==> config.mk <==
export PLATFORM = sky130hd
export DESIGN_NAME = fsm_led_sequencer
export DESIGN_NICKNAME = d
export VERILOG_FILES = /design/src/rtl/fsm_led_sequencer.sv
export SDC_FILE = /design/constraint.sdc
export NUM_CORES = 1
export LEC_CHECK = 0
export ABC_CLOCK_PERIOD_IN_PS = 1700
export CAP_MARGIN = 20
export CORE_ASPECT_RATIO = 0.7
export CORE_UTILIZATION = 50
export CTS_CLUSTER_DIAMETER = 150
export DETAILED_ROUTE_END_ITERATION = 16
export PLACE_DENSITY = 0.74
export SLEW_MARGIN = 20
export SYNTH_ARGS = -nofsm -noshare
export SYNTH_HDL_FRONTEND = slang
export SYNTH_SLANG_ARGS = --single-unit
==> constraint.sdc <==
create_clock -name clk -period 1.7 [get_ports clk]
set_input_delay 0.255 -clock clk [delete_from_list [all_inputs] [get_ports clk]]
set_output_delay 0.255 -clock clk [all_outputs]
set_load 0.02 [all_outputs]
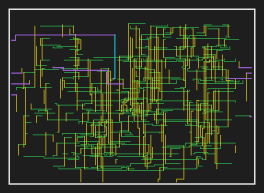
Fig. 1. Wiring by layer (run 1).
(4 px per um)
[cyan] metal 4 | wire length: 10.9 um
[purple] metal 3 | wire length: 67.1 um
[green] metal 1 | wire length: 1080 um
[yellow] metal 2 | wire length: 1070 um
routed length per placed instance: 12.72 um
all-layer global routing usage: 0.1988
routed wire length: 2.226 mm
Vias: 896

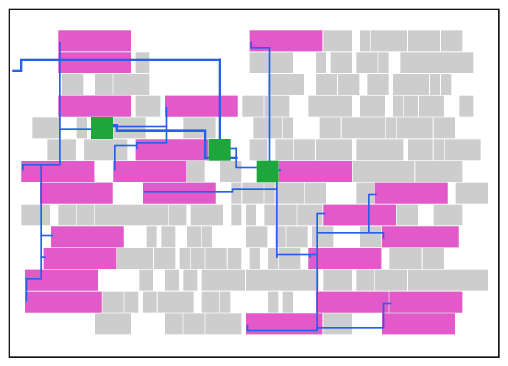
Fig. 2. Clock network drawn from the DEF (run 1).
(8 px per um)
[green] clock drivers | count: 3
[blue] clock wires | length: 242 um
[magenta] flip-flops | count: 23
routed clock nets: 4
power attributed to the clock group: 243 uW
clock latency on the worst-skew pair: 0.31 ns
share of total power in the clock network: 0.101
clk_skew: 0.01635 ns

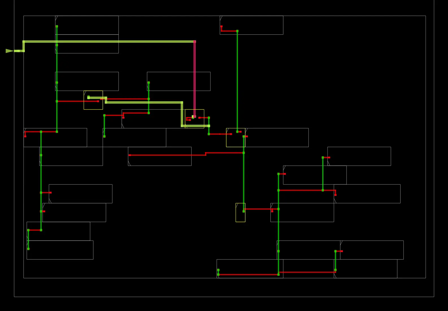
Fig. 3. The clock network (run 1).
Seq Cell Count: 23
clock tree sinks: 23
number of buffers created by CTS: 3
Clock Buffer Count: 4

==> results.txt, run 1 <==
Implementation numbers.

- The flow ran to the end, but the final reports show violations.
- The final reports fail on negative setup slack.
- The share of the core area taken by cells at floorplan is 0.5478.
- For this design the total switching power over the nets is roughly 940 uW.
- The net switching fraction of the power is 0.3908.
- The most used flip-flop cell after synthesis is sky130_fd_sc_hd__dfrtp_1.
- After detailed routing, the met3 layer carries 67 um of wire.
- The floorplan has 14 rows.
- The dominant power group in this design is combinational logic.
- In the layout the commonest cells are sky130_fd_sc_hd__buf_4, sky130_fd_sc_hd__dfrtp_1, sky130_fd_sc_hd__nor2_1.
- Synthesis produced roughly 110 cells.
- The cell type contributing the most total cell area after synthesis is sky130_fd_sc_hd__dfrtp_1.
- The buffer type at the clock tree root is sky130_fd_sc_hd__clkbuf_4.
- The placeable core area is ~2200 um^2.
- Data on the critical path arrives at its endpoint at 2.05 ns.
- The post-CTS setup buffer count is 2.
- Per the post-run analysis, buffers plus inverters along the critical path come to 1.
- The total placed instance area is between 1500 and 2000 um^2.
- The worst-case setup margin in the final layout is -0.1350 ns.
- The count of final max-slew check failures is 0.
- STA on the placed design reports a worst setup slack of -0.2723 ns.
- The global-route wire length before repair is between 3 and 4 mm.
- The number of distinct standard cells referenced by the synthesized netlist is 36.
- met1 track demand over resource after global routing is 0.2643.
- The count of fill cells added during filler insertion is approximately 160.
- The buffer depth of the longest clock path is 2.
- The detail-routed via count per cell is around 5.1.
- The number of warnings in the stage logs is 35.
- The TritonCTS clock tree is built.
- The max-slew check reports its worst relative slack as 0.7436.
- The share of total power dissipated in sequential elements is 0.328.
- STA reports a reg2reg setup slack of -0.13 ns.
- The measured slew at the worst slew-check pin is 0.3816 ns.
- The synthesis-to-finish area growth is 35.11%.
- The largest non-sequential cell family by area is simple AND/OR/NAND/NOR gates.
- around 74 cells are multi-input combinational gates.
- The detailed router reports a met2 wire length of approximately 1.1 mm.
- Yosys mapped a number of flops with a built-in enable equal to 0.
- The largest individual stage delay along the critical path comes from the cell sky130_fd_sc_hd__or4_4.
- STA classifies the critical path endpoint as a flip-flop.
- IR analysis of the VDD net gives a maximum drop of 0.0008679 V.
- Registers take between 500 and 600 um^2.
- During synthesis, Yosys emitted a total of 0 warnings.
- The number of routed nets with antenna violations is 0.
- The met1 routed wirelength after detailed routing is around 1.1 mm.
- The final hold violation count recorded for this run is 0.
- After synthesis, the mean cell area works out to between 10 and 15 um^2.
- For the worst setup path, the data required time is about 1.9 ns.
- The number of max-cap violations is 0.
- On the critical path the largest part of the delay comes from simple AND/OR/NAND/NOR gates.
- After detailed placement, the design holds a cell count of approximately 170.
- The post-layout minimum cycle time is between 1.5 and 2 ns.
- The largest net degree at the start of global routing is 24.
- The DRC violations left is 0.
- The net count entering floorplan is ~130.
- The share of final-layout standard cells stronger than drive strength 1 is 0.4126.
- In the post-synthesis netlist, the cell with the most instances is sky130_fd_sc_hd__dfrtp_1.
- The portion of the layout cell area used by non-clock buffers is 0.1687.
- Of the post-synthesis cell area, the part taken by muxes is 0.05339.
- By count the netlist is led by sky130_fd_sc_hd__dfrtp_1, sky130_fd_sc_hd__ha_1, sky130_fd_sc_hd__inv_1, sky130_fd_sc_hd__nor2_1, sky130_fd_sc_hd__a21oi_1.
- The highest metal layer with signal wires is met4.
- The via count of the first global-routing pass was 855.
- In this run the full chip footprint comes out at ~2600 um^2.
- The reported sequential group power is 784 uW.
- The most used routing layer in global routing is met2.
- The clock-cell share of area is 0.01596.
- The die is between 60 and 70 um wide.
- The met3 global-route usage is 0.05488.
- The mapped cell area is ~1200 um^2.
- For this design, the CTS-stage hold fixing added 0 buffers.
- The net count reported at finish is around 160.
- The part of the cycle the worst path needs is 1.079.
- The class of the tightest hold or removal check is in2async.
- For this run, the register share of the synthesized area comes to 0.4723.
- The post-synthesis register bit count is 23.
- The violation tally from detailed-route iteration zero is 19.
- The critical path launch point type is a flip-flop.
- The final-layout setup total negative slack is -0.6014 ns.
- The chip area in the Yosys report is roughly 1200 um^2.
- During placement, the flow inserted port buffers numbering 11.
- The final setup violation count is 6.
- In this run, the synthesized area fraction spent on AND-OR/OR-AND gates is recorded as 0.1150.
- The number of cells on the critical path is 5.
- The count of inserted tapcells is 32.
- Among all stages on the critical path, the maximum delay recorded is 0.57 ns.
- The number of cells on the worst reg-to-reg path is 5.
- After global routing the overflow that remains totals 0.
- Power attributed to combinational cells is 1.37 mW.
- Cell internal power was estimated by the tool at 1.458 mW.
- In the Yosys report the total cell count is 110.
Fig. 4: run 1, M3 wires
(8 px per um)
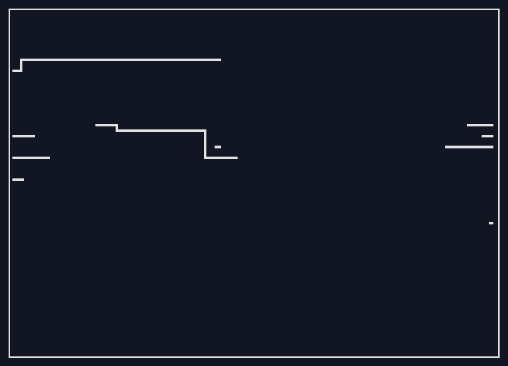

==> run 2: changes to the inputs <==
Settings changed: CORE_MARGIN from default to 3, CORE_UTILIZATION 50 to 35, PLACE_DENSITY 0.74 to default.
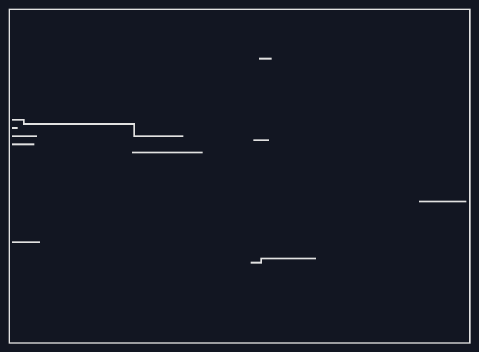
Fig. 5. M3 wires (run 2).
(6 px per um)
longest straight run: 18.4 um
main direction: horizontal
wire length on this layer: 77.9 um
routed wire length: 2.402 mm
met3 usage: 0.03909

==> results.txt, run 2 <==
Implementation numbers.

- The run finished, with violations left.
- The final reports fail on negative setup slack.
- The x dimension of the die is between 70 and 80 um.
- Per the synth stats, the flop cell with the highest instance count is sky130_fd_sc_hd__dfrtp_1.
- The sequential cell area is slightly below 600 um^2.
- Per the log, the first TritonRoute iteration ended with a DRC count of between 40 and 50.
- For the finished layout, the period the worst path requires is between 1.5 and 2 ns.
- For this run, the slowest stage of the critical path takes about 0.44 ns.
- The part of the power in the clock network is 0.133.
- The met1 track demand over resource is 0.1472.
- In this run, CTS created clock tree buffers numbering 3.
- The number of warning messages in the yosys log is 0.
- The required arrival time at the worst endpoint is between 1.5 and 2 ns.
- The number of hold buffers added after cts is 0.
- The detail-routed via count per cell is approximately 4.7.
- Across all register-to-register paths, the minimum setup slack is -0.08 ns.
- Among the non-sequential cells, simple AND/OR/NAND/NOR gates take the most area.
- CTS placed an instance of sky130_fd_sc_hd__clkbuf_8 at the clock tree root.
- The total routing resource utilization after global routing is 0.1169.
- STA classifies the critical path startpoint as a flip-flop.
- The TritonCTS clock tree is built.
- The placed instance count is 185.
- The measured slew at the worst slew-check pin is roughly 0.36 ns.
- The relative contribution of sequential cells to total power is 0.300.
- The most used routing layer in global routing is met2.
- In this run the standard cell core region covers approximately 3200 um^2.
- The largest total area in the synthesized netlist belongs to sky130_fd_sc_hd__dfrtp_1.
- The final setup violation count is 6.
- Wire segments on met2 add up to between 1 and 1.5 mm in the final route.
- Entering global routing, the biggest net connects 24 pins.
- The worst-case IR drop observed on VDD is 0.0006352 V.
- The portion of the layout cell area used by non-clock buffers is 0.1749.
- The buffering stage count on the worst path with inverters included is 0.
- According to the hold report, the worst path is of the in2async type.
- Summed over all layers, the global routing overflow is 0.
- In this run, the synthesized area fraction spent on AND-OR/OR-AND gates is recorded as 0.1150.
- The power in combinational cells is ~1.5 mW.
- In this run the cell area measured after placement is 1546 um^2.
- Once the clock tree was built, the setup fixing pass inserted 3 buffers.
- The final timing summary puts the cycle share of the worst path at 1.047.
- The sink count of the clock tree is 23.
- Adding up every negative setup slack in the final design gives -0.2829 ns.
- The mapped cell area is ~1200 um^2.
- The worst-path cell with the longest stage delay is sky130_fd_sc_hd__or4_4.
- Measured against its own limit, the worst slew margin works out to 0.7582.
- Measured on the final layout, the clock distribution area share stands at 0.02830.
- The number of warnings in the stage logs is 35.
- The stat command in Yosys gives a chip area of 1219 um^2.
- Sorting the synthesis cell report by count puts at the top sky130_fd_sc_hd__dfrtp_1.
- The library cells used most frequently in the layout, excluding fill and tap cells, are sky130_fd_sc_hd__buf_4, sky130_fd_sc_hd__dfrtp_1, sky130_fd_sc_hd__nor2_1.
- The critical path arrival is roughly 2.0 ns.
- The count of sequential standard cells is 23.
- Setup slack on the critical path of the routed design comes to -0.08019 ns.
- Summed over all sequential cells, the power is 782 uW.
- The number of cells reported by Yosys stat comes to around 110.
- In the final report, the number of hold violations comes to 0.
- The switching portion of total power comes to 0.3784.
- For this run, combinational gates with multiple inputs come to about 74.
- Summed over all nets, wire length on met3 after detailed routing comes to around 77 um.
- Per the OpenROAD power report, switching power amounts to slightly below 1 mW.
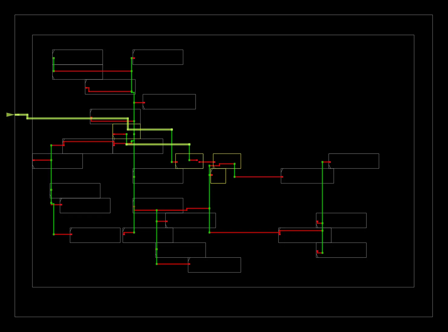
Fig. 6. The clock network (run 2).
power attributed to the clock group: 347 uW
clock latency on the worst-skew pair: 0.26 ns
Clock Buffer Count: 3
clk_skew: 0.002920 ns

Power figures rest on the tool's default switching activity, not on a simulated workload.
